`config.mk`:
```
export PLATFORM = sky130hd
export DESIGN_NAME = seq_detector_param
export DESIGN_NICKNAME = d
export VERILOG_FILES = /design/src/rtl/seq_detector_param.sv
export SDC_FILE = /design/constraint.sdc
export NUM_CORES = 1
export LEC_CHECK = 0
export CAP_MARGIN = 30
export CORE_MARGIN = 2
export CORE_UTILIZATION = 29
export CTS_BUF_LIST = sky130_fd_sc_hd__clkbuf_16
export DETAILED_ROUTE_END_ITERATION = 6
export SYNTH_ARGS = -nofsm -noshare
export SYNTH_HDL_FRONTEND = slang
export SYNTH_SLANG_ARGS = --single-unit
```
`constraint.sdc`:
```
create_clock -name clk -period 3.2 [get_ports clk]
set_input_delay 0.64 -clock clk [delete_from_list [all_inputs] [get_ports clk]]
set_output_delay 0.64 -clock clk [all_outputs]
set_load 0.05 [all_outputs]
```
`src/rtl/seq_detector_param.sv`:
```
// Parametrised serial bit-pattern detector.
// Shifts in one bit per qualified clock and pulses `match` for one cycle when
// the most recent len bits equal the active pattern. Overlap mode, pattern and
// length are run-time loadable; a saturating hit counter tracks matches.
module seq_detector_param #(
    parameter int                   MAX_LEN = 8,
    parameter logic [MAX_LEN-1:0]   PATTERN = 8'b0001_1001,
    parameter int                   PAT_LEN = 5,
    parameter bit                   OVERLAP = 1'b0,
    parameter int                   CNT_W   = 16,
    parameter int                   LW      = $clog2(MAX_LEN + 1)
) (
    input  logic                clk,
    input  logic                reset,
    input  logic                din,
    input  logic                din_vld,
    input  logic                cfg_ld,
    input  logic [MAX_LEN-1:0]  pat_in,
    input  logic [LW-1:0]       len_in,
    input  logic                ovl_in,
    input  logic                cnt_clr,
    output logic                match,
    output logic [CNT_W-1:0]    match_cnt,
    output logic                cfg_err
);

    // Reset-time configuration is invalid for a zero or oversized length.
    localparam logic RST_ERR = (PAT_LEN == 0) || (PAT_LEN > MAX_LEN);

    // Active configuration
    logic [MAX_LEN-1:0] pat_r;
    logic [LW-1:0]      len_r;
    logic               ovl_r;

    // Detection state
    logic [MAX_LEN-1:0] hist_r;
    logic [LW-1:0]      fill_r;
    logic               match_r;
    logic [CNT_W-1:0]   match_cnt_r;
    logic               cfg_err_r;

    // Next-state helpers
    logic [MAX_LEN-1:0] hist_n_s;
    logic [LW-1:0]      fill_n_s;
    logic [MAX_LEN-1:0] mask_s;
    logic               accept_s;
    logic               hit_s;
    logic               cfg_err_n_s;

    // Compute the shifted history, fill level, length mask and hit decision.
    always_comb begin
        hist_n_s    = {hist_r[MAX_LEN-2:0], din};
        fill_n_s    = len_r;
        mask_s      = {MAX_LEN{1'b0}};
        accept_s    = din_vld && !cfg_ld && !cfg_err_r;
        hit_s       = 1'b0;
        cfg_err_n_s = (len_in == {LW{1'b0}}) || (len_in > LW'(MAX_LEN));

        if (fill_r < len_r) begin
            fill_n_s = fill_r + LW'(1);
        end else begin
            fill_n_s = len_r;
        end

        // Only the low len_r bits take part in the compare.
        for (int i = 0; i < MAX_LEN; i++) begin
            mask_s[i] = (LW'(i) < len_r);
        end

        if (accept_s && (fill_n_s == len_r) &&
            (((hist_n_s ^ pat_r) & mask_s) == {MAX_LEN{1'b0}})) begin
            hit_s = 1'b1;
        end else begin
            hit_s = 1'b0;
        end
    end

    // Configuration, history, fill level, hit pulse and saturating counter.
    always_ff @(posedge clk or negedge reset) begin
        if (!reset) begin
            pat_r       <= PATTERN;
            len_r       <= LW'(PAT_LEN);
            ovl_r       <= OVERLAP;
            hist_r      <= {MAX_LEN{1'b0}};
            fill_r      <= {LW{1'b0}};
            match_r     <= 1'b0;
            match_cnt_r <= {CNT_W{1'b0}};
            cfg_err_r   <= RST_ERR;
        end else begin
            if (cfg_ld) begin
                // A load wins over a valid bit; that bit is dropped.
                pat_r     <= pat_in;
                len_r     <= len_in;
                ovl_r     <= ovl_in;
                hist_r    <= {MAX_LEN{1'b0}};
                fill_r    <= {LW{1'b0}};
                match_r   <= 1'b0;
                cfg_err_r <= cfg_err_n_s;
            end else if (accept_s) begin
                hist_r  <= hist_n_s;
                match_r <= hit_s;
                // Non-overlap mode restarts the fill so no matched bit is reused.
                if (hit_s && !ovl_r) begin
                    fill_r <= {LW{1'b0}};
                end else begin
                    fill_r <= fill_n_s;
                end
            end else begin
                match_r <= 1'b0;
            end

            // Clear wins over an increment; the pulse itself is unaffected.
            if (cnt_clr) begin
                match_cnt_r <= {CNT_W{1'b0}};
            end else if (hit_s && (match_cnt_r != {CNT_W{1'b1}})) begin
                match_cnt_r <= match_cnt_r + CNT_W'(1);
            end else begin
                match_cnt_r <= match_cnt_r;
            end
        end
    end

    assign match     = match_r;
    assign match_cnt = match_cnt_r;
    assign cfg_err   = cfg_err_r;

endmodule

```
Run 1, met1 routing:
Cells faint in the background.
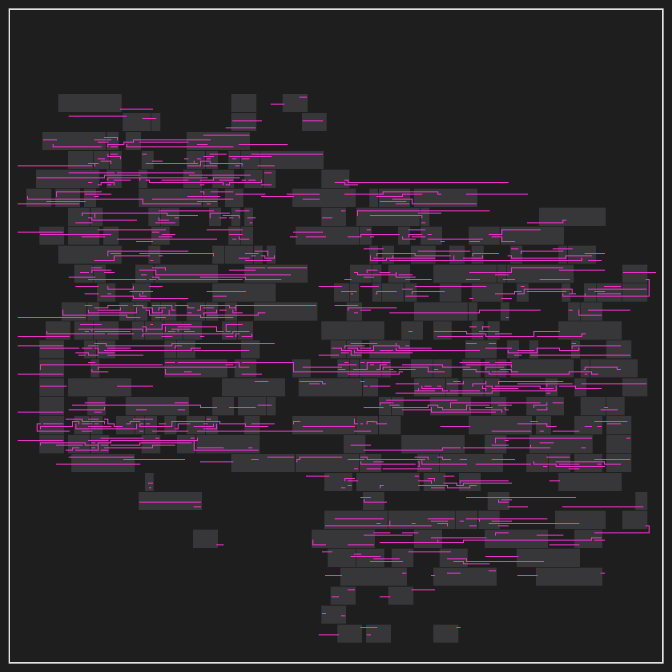
nets with wire on the layer: 253
share of all routed wire: 50%
main direction: horizontal
wire length on this layer: 2,620 um

Run 1, the metal 2 layer:
Bar = 20 um.
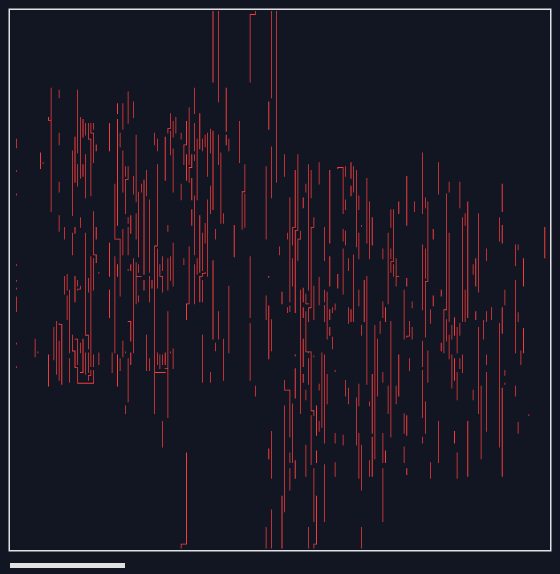
main direction: vertical
wire length on this layer: 2,360 um
longest straight run: 29.6 um
share of all routed wire: 45%
nets with wire on the layer: 249
total number of vias: 1,900
grt met2 use: 20.3%
final WL: 5.25 mm

Run 1, signal wires on met3:
Bar = 20 um.
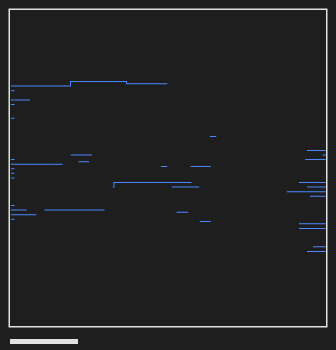
share of all routed wire: 4.3%
main direction: horizontal
nets with wire on the layer: 31
wire length on this layer: 224 um
longest straight run: 22.8 um
GR Util met3: 2.74%

==> ci_impl_report.md, run 1 <==
### Flow metrics

| Metric | Value |
|---|---|
| Status | `complete, no violations` |
| Reg-to-Reg Start | `match_cnt[2]` |
| Worst-path fanout max | `21` |
| Sw Pwr | `322 uW` |
| # Taps | `102` |
| DR WL/cell | `14.4 um` |
| Required time of the critical path | `3.40 ns` |
| Initial DRC Count | `62` |
| Gpl congestion | `0.816` |
| Max FFs per register | `16` |
| Clk ins delay skew pair | `0.28 ns` |
| Clk cell area share | `4.97%` |
| Num ports | `37` |
| Post-synth top area share | `39.8%` |
| XORs/XNORs by Area | `5.96%` |
| Synth cell types | `42` |
| Avg Inst Size Synth | `10.3 um2` |
| Seq Cell Count | `42` |
| Via density | `5.22` |
| Top cells by count | `dfrtp_1 (37), a21oi_1 (20), mux2_2 (13), nand2_1 (13), xnor2_1 (12)` |
| Sequential area share after synthesis | `45.4%` |
| Max incr delay on CP | `0.50 ns` |
| R2R cell count | `6` |
| Met1 Wirelength | `2.62 mm` |
| Leading power group | `registers` |
| Top-count cell post-synth | `dfrtp_1` |
| CTS buffer count | `5` |
| Met2 routed WL | `2.36 mm` |
| Period utilization | `79.1%` |
| CTS Sinks | `42` |
| Placed Area | `2800 um2` |
| Global-route wire length before repair | `8.96 mm` |
| CTS root buf | `clkbuf_16` |
| Hold buffers post-CTS | `0` |
| Cells along the critical path | `clkdlybuf4s50_1, nor3b_4, o221ai_1, a21oi_1, o211ai_2, buf_4, or4_1, a21oi_1` |
| Flops after synth | `42` |
| Log Warnings | `26` |
| Clock buf count | `5` |
| Drt pass-1 iters | `4` |
| Die Area | `8760 um2` |
| Max Cap Violations | `0` |
| RSZ-0062 raised after global routing | `false` |
| H-tree lvl count | `2` |
| Yosys chip area | `2330 um2` |
| Top cells by area | `dfrtp_1 (40%), mux2_2 (6.3%), dfstp_2 (5.6%), xnor2_1 (4.5%), a21oi_1 (4.3%)` |
| Mapped Area | `2330 um2` |
| Fillers | `806` |
| Crit path launch type | `input pin` |
| Setup violators final | `0` |
| CTS tree | `built` |
| Post-synth EDFFs | `0` |
| Fin area | `2950 um2` |
| Post-Syn Nets | `249` |
| Final TNS setup | `0 ns` |
| Core area | `7770 um2` |
| Most Frequent Cell on Critical Path | `a21oi_1` |
| R2R setup slack | `0.71 ns` |
| Max-Slew Margin vs Limit | `42.2%` |
| Dominant combinational family | `simple AND/OR/NAND/NOR gates` |
| Clock slew at reported path FFs | `0.06 ns` |
| Pint | `927 uW` |
| Fmax | `395 MHz` |
| Synth area leader | `dfrtp_1` |
| Gate Area | `1150 um2` |
| Max-slew violations | `0` |
| Worst-case clock buffer depth | `2` |
| DRT antenna net count | `0` |
| Reg2Reg Capture Point | `match_cnt[2]` |
| Die Ht | `93.6 um` |
| Dominant logic cell type in the layout | `dfrtp_1` |
| Setup WS post-layout | `0.670 ns` |
| Power per cell area | `424 nW/um2` |
| Syn Inst Count | `225` |
| Largest class | `logic gates` |
| Area growth syn-to-layout | `26.6%` |
| Clock-net power | `502 uW` |
| Non-clock buffer share | `14.5%` |
| Comb gates | `159` |
| P_comb | `160 uW` |
| Vias in the first global route | `1,894` |
| Nonclk buf count | `44` |
| Inverters excl. clock | `9` |
| Post-CTS setup buffer count | `0` |
| DP Worst Slack | `0.357 ns` |
| Layout cells sized above 1 | `16.4%` |
| Crit path DAT | `2.73 ns` |
| Net Sw Frac | `25.8%` |
run 1: critical path: cells and delay by family:
family | cells | cell delay, ns
buf+inv | 2 | 0.69
compound gates | 4 | 0.66
simple gates | 2 | 0.73
run 1: kinds of logic after synthesis:
logic type | after synthesis
xor+xnor | 15
buf+inv | 24
mux | 14
flops | 42
compound gates | 59
fa+ha+maj | 5
simple gates | 66
run 1: worst min path at each step:
stage,endpoint,from,slack [ns],cells past startpoint
after floorplan,cfg_err,reset,0.34,0
after global routing,hist_r[5],reset,0.20,1
after detailed placement,hist_r[5],reset,0.50,1
after CTS,hist_r[5],reset,0.20,1
after global placement,hist_r[6],hist_r[6],0.51,1
final,hist_r[6],reset,0.20,1
==> run 2, diff against run 1 <==
==> constraint.sdc (replaced) <==
create_clock -name clk -period 2.2 [get_ports clk]
set_input_delay 0.44 -clock clk [delete_from_list [all_inputs] [get_ports clk]]
set_output_delay 0.44 -clock clk [all_outputs]
set_load 0.05 [all_outputs]
Run 2, the metal 2 layer:
Bar = 20 um.
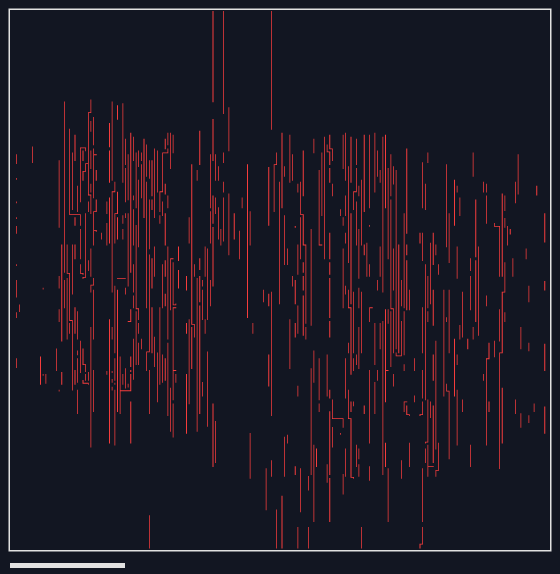
wire length on this layer: 2,910 um
main direction: vertical
nets with wire on the layer: 287
share of all routed wire: 49%
longest straight run: 30.9 um

Run 2, clock routing:
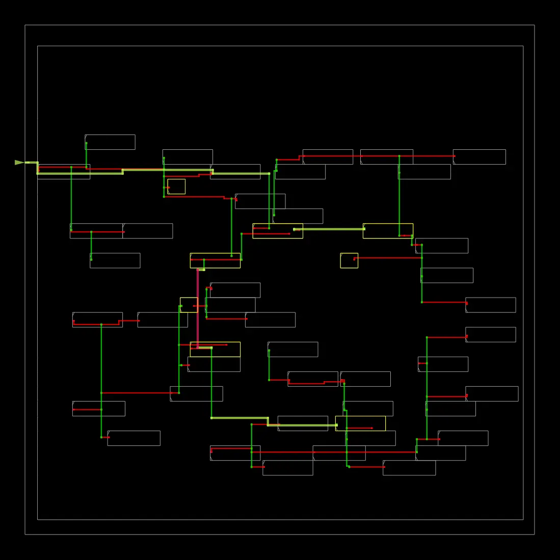
clock buf count: 5
clock-net power: 770 uW
CTS Sinks: 42

==> run 2 against run 1 <==
The run now ends with setup timing left; first-iteration DRC count fell by 11%; critical path depth unchanged; cell count is 7.7% higher; design area is 14% higher; via count grew 5.8%; global-route usage is 1.2 points higher; worst hold slack worse by 0.044 ns; combinational power increased by 100%; largest cell class unchanged.
==> ci_impl_report.md, run 2 <==
### Flow metrics

| Metric | Value |
|---|---|
| Status | `finished with violations` |
| Failing checks | `setup timing` |
| Crit path DAT | `2.42 ns (-0.31 ns)` |
| Top cells by area | `dfrtp_1 (40%), mux2_2 (6.3%), dfstp_2 (5.6%), xnor2_1 (4.5%), a21oi_1 (4.3%)` |
| CTS tree | `built` |
| CP top delay family | `AND-OR/OR-AND gates` |
| Gpl congestion | `0.782 (-4.1%)` |
| DRT antenna net count | `0 (unchanged)` |
| Required time of the critical path | `2.42 ns (-0.98 ns)` |
| Fin area | `3350 um2 (+14%)` |
| Final WL | `5.90 mm (+12%)` |
| Pint | `1.41 mW (+52%)` |
| Critical path depth | `8 (unchanged)` |
| Post-synth EDFFs | `0 (unchanged)` |
| H-tree lvl count | `2 (unchanged)` |
| Core area | `7770 um2 (unchanged)` |
| Worst-path fanout max | `12 (-43%)` |
| Setup violators final | `1 (+1)` |
| Buf/Inv on CP | `2 (unchanged)` |
| Top-count cell post-synth | `dfrtp_1` |
| Synth area leader | `dfrtp_1` |
| Max FFs per register | `16 (unchanged)` |
| Flops after synth | `42 (unchanged)` |
| DP Worst Slack | `-0.397 ns (-0.754 ns)` |
| Placed Area | `2960 um2 (+5.6%)` |
| Num ports | `37 (unchanged)` |
| Power per cell area | `579 nW/um2 (+37%)` |
| Max-Slew Margin vs Limit | `32.2% (-10 points)` |
| Period utilization | `100%` |
| Area growth syn-to-layout | `43.8%` |
| Clk ins delay skew pair | `0.29 ns (about the same)` |
| Post-Syn Nets | `249 (unchanged)` |
| Die Area | `8760 um2 (unchanged)` |
| Setup WS post-layout | `-0.00434 ns (-0.674 ns)` |
| Reg-to-Reg Start | `len_r[3]` |
| Crit path launch type | `register` |
| Met1 Wirelength | `2.78 mm (+5.9%)` |
| Fmax | `454 MHz` |
| Clock slew at reported path FFs | `0.07 ns (about the same)` |
Run 2, met1 routing:
Cells faint in the background.
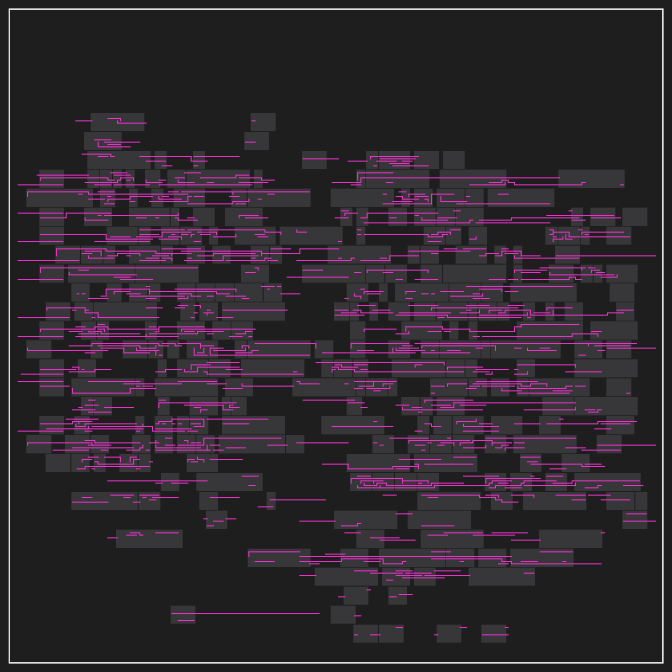
share of all routed wire: 47%
nets with wire on the layer: 285
longest straight run: 31.7 um
main direction: horizontal
wire length on this layer: 2,780 um

[run 2: worst reg2reg max path, cell delays in order (launching register included)]
cell and delay, ns:
dfrtp_2 0.45, buf_4 0.16, nor4b_4 0.21, o22ai_2 0.11
o32ai_4 0.27, o211ai_4 0.19, buf_6 0.19, or4_1 0.42
a21oi_2 0.13
[run 2: layout make-up]
class                           count  area, um2
Multi-Input combinational cell    159       1320
Timing Repair Buffer               72        644
Inverter                            9       33.8
Fill cell                         774       4420
Clock buffer                        5        125
Sequential cell                    42       1070
Clock inverter                      3       26.3
Tap cell                          102        128
[run 2: per-layer routing]
layer / vias up / track usage (%)
met5: - / 0
met4: 0 / 4.23
met3: 2 / 2.90
met2: 43 / 22.2
met1: 1002 / 19.2
li1: 964 / -
==> run 3, diff against run 2 <==
--- a/config.mk
+++ b/config.mk
@@ -9,6 +9,7 @@
 export CORE_MARGIN = 2
 export CORE_UTILIZATION = 29
 export CTS_BUF_LIST = sky130_fd_sc_hd__clkbuf_16
+export CTS_CLUSTER_SIZE = 10
 export DETAILED_ROUTE_END_ITERATION = 6
 export SYNTH_ARGS = -nofsm -noshare
 export SYNTH_HDL_FRONTEND = slang
Run 3, clock routing:
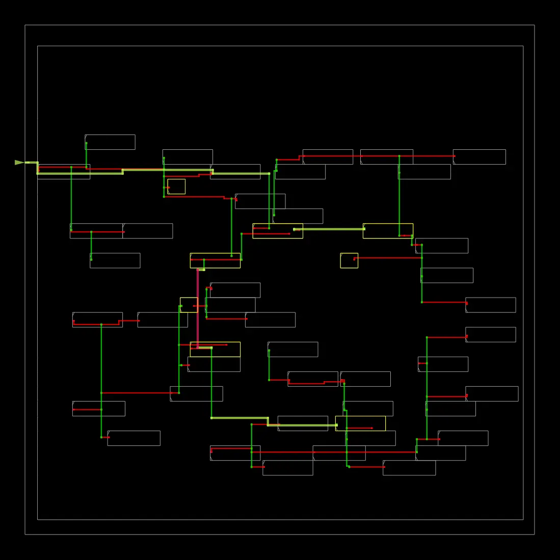
CTS buffer count: 5
clk_skew: 0.00801 ns

Run 3, the metal 2 layer:
Bar = 20 um.
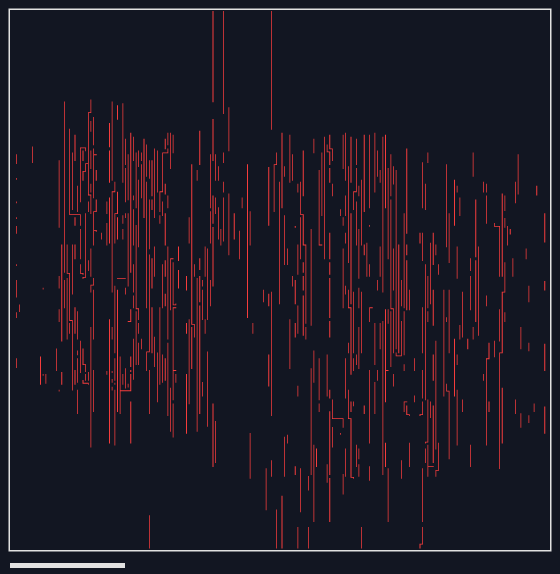
main direction: vertical
longest straight run: 30.9 um
final WL: 5.90 mm
grt met2 use: 22.2%
total number of vias: 2,011

==> run 3 against run 2 <==
The run still ends with setup timing left; clock skew unchanged; synthesized cell count unchanged; utilization unchanged; total power unchanged; flip-flop count unchanged; register-to-register slack about the same; non-clock buffer count unchanged.
==> ci_impl_report.md, run 3 <==
### Flow metrics

| Metric | Value |
|---|---|
| Critical path depth | `8 (unchanged)` |
| CTS Sinks | `42 (unchanged)` |
| Port Buffer Count | `36` |
| Flops after synth | `42 (unchanged)` |
| Post-synth EDFFs | `0 (unchanged)` |
| CP top delay family | `AND-OR/OR-AND gates` |
| XORs/XNORs by Area | `5.96%` |
| Fillers | `774 (unchanged)` |
| Crit path DAT | `2.42 ns (about the same)` |
| Mapped Area | `2330 um2` |
| P_comb | `326 uW` |
| Met2 routed WL | `2.91 mm` |
| Status | `finished with violations` |
| Yosys chip area | `2330 um2` |
| Clk ins delay skew pair | `0.29 ns (about the same)` |
| Nets | `313` |
| Num ports | `37 (unchanged)` |
| Post-Syn Nets | `249 (unchanged)` |
| Synth mux share | `6.72%` |
| H-tree lvl count | `2 (unchanged)` |
| Buf/Inv on CP | `2 (unchanged)` |
| Layout cells sized above 1 | `35.5%` |
| Worst setup path category | `register to register` |
| Max-Slew Margin vs Limit | `32.2% (unchanged)` |
| Final Instance Count excl. Fillers | `392` |
| Synth area leader | `dfrtp_1` |
| Fin area | `3350 um2 (unchanged)` |
| Seq group | `844 uW` |
| Highest Signal Layer | `met4` |
| Synth cell types | `42` |
| Core area | `7770 um2 (unchanged)` |
| Required time of the critical path | `2.42 ns (about the same)` |
| Simple Share, Synth | `17.6%` |
| Max FFs per register | `16 (unchanged)` |
| Worst-path fanout max | `12 (unchanged)` |
| Setup violators final | `1 (unchanged)` |
| Clock-net power | `770 uW (about the same)` |
| Die Ht | `93.6 um` |
| Post-synth top area share | `39.8%` |
| Crit path launch type | `register` |
| Slew @ Worst Pin | `1.02 ns` |
| Die X-Extent | `93.6 um` |
| Initial antenna violation count | `0` |
| Final Hold Fails | `0` |
| Reg power frac | `43.5%` |
| Clock Power Share | `39.7%` |
| Clock slew at reported path FFs | `0.07 ns (about the same)` |
| Row cnt | `32` |
| Fmax | `454 MHz (unchanged)` |
| DRT antenna net count | `0 (unchanged)` |
| Top-count cell post-synth | `dfrtp_1` |
| Placed instance count | `374` |
| Reg-to-Reg Start | `len_r[3]` |
| DP Worst Slack | `-0.397 ns (unchanged)` |
| Pint | `1.41 mW (unchanged)` |
| CTS root buf | `clkbuf_16` |
| Most numerous logic cells after layout | `clkdlybuf4s50_1 (34), buf_4 (30), dfrtp_1 (28)` |
| CTS tree | `built` |
| Power per cell area | `579 nW/um2 (unchanged)` |
| Met1 Wirelength | `2.78 mm (unchanged)` |
| Adder share | `2.69%` |
| Area growth syn-to-layout | `43.8% (unchanged)` |
| Largest net degree at the start of global routing | `28` |
| Failing checks | `setup timing` |
| Top cells by area | `dfrtp_1 (40%), mux2_2 (6.3%), dfstp_2 (5.6%), xnor2_1 (4.5%), a21oi_1 (4.3%)` |
| Gpl congestion | `0.782 (unchanged)` |
| Setup WS post-layout | `-0.00434 ns (unchanged)` |
| Period utilization | `100% (unchanged)` |
| Die Area | `8760 um2 (unchanged)` |
| DRC | `0` |
| Syn Inst Count | `225` |
| Final core occ | `43.1%` |
| Placed Area | `2960 um2 (unchanged)` |
| Final TNS setup | `-0.00434 ns` |
Run 3, signal wires on met3:
Bar = 20 um.
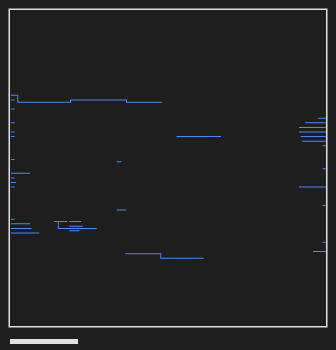
share of all routed wire: 3.4%
longest straight run: 16.6 um
GR Util met3: 2.90%

-- run 3: cell counts after synthesis --
No cell type changed its count.
-- run 3: final cells by class --
type	instances	area (um2)	area share [%]
Multi-Input combinational cell	159	1320	39.5
Sequential cell	42	1070	31.9
Timing Repair Buffer	72	644	19.2
Tap cell	102	128	3.81
Clock buffer	5	125	3.74
Inverter	9	33.8	1.01
Clock inverter	3	26.3	0.784
-- run 3: metal layers --
layer / track usage (%) / vias to the layer above
met3: 2.90 / 2
li1: - / 964
met4: 4.23 / 0
met5: 0 / -
met1: 19.2 / 1002
met2: 22.2 / 43
-- run 3: what timing repair did --
| item | 4_1_cts | 5_1_grt |
|---|---|---|
| gates resized | 14 | 24 |
| buffers inserted | 6 | 3 |
| gates cloned | 1 | 0 |
| setup endpoints to repair | 20 | 20 |
| pin swaps | 5 | 8 |
Power is estimated from default activity; no workload was simulated.
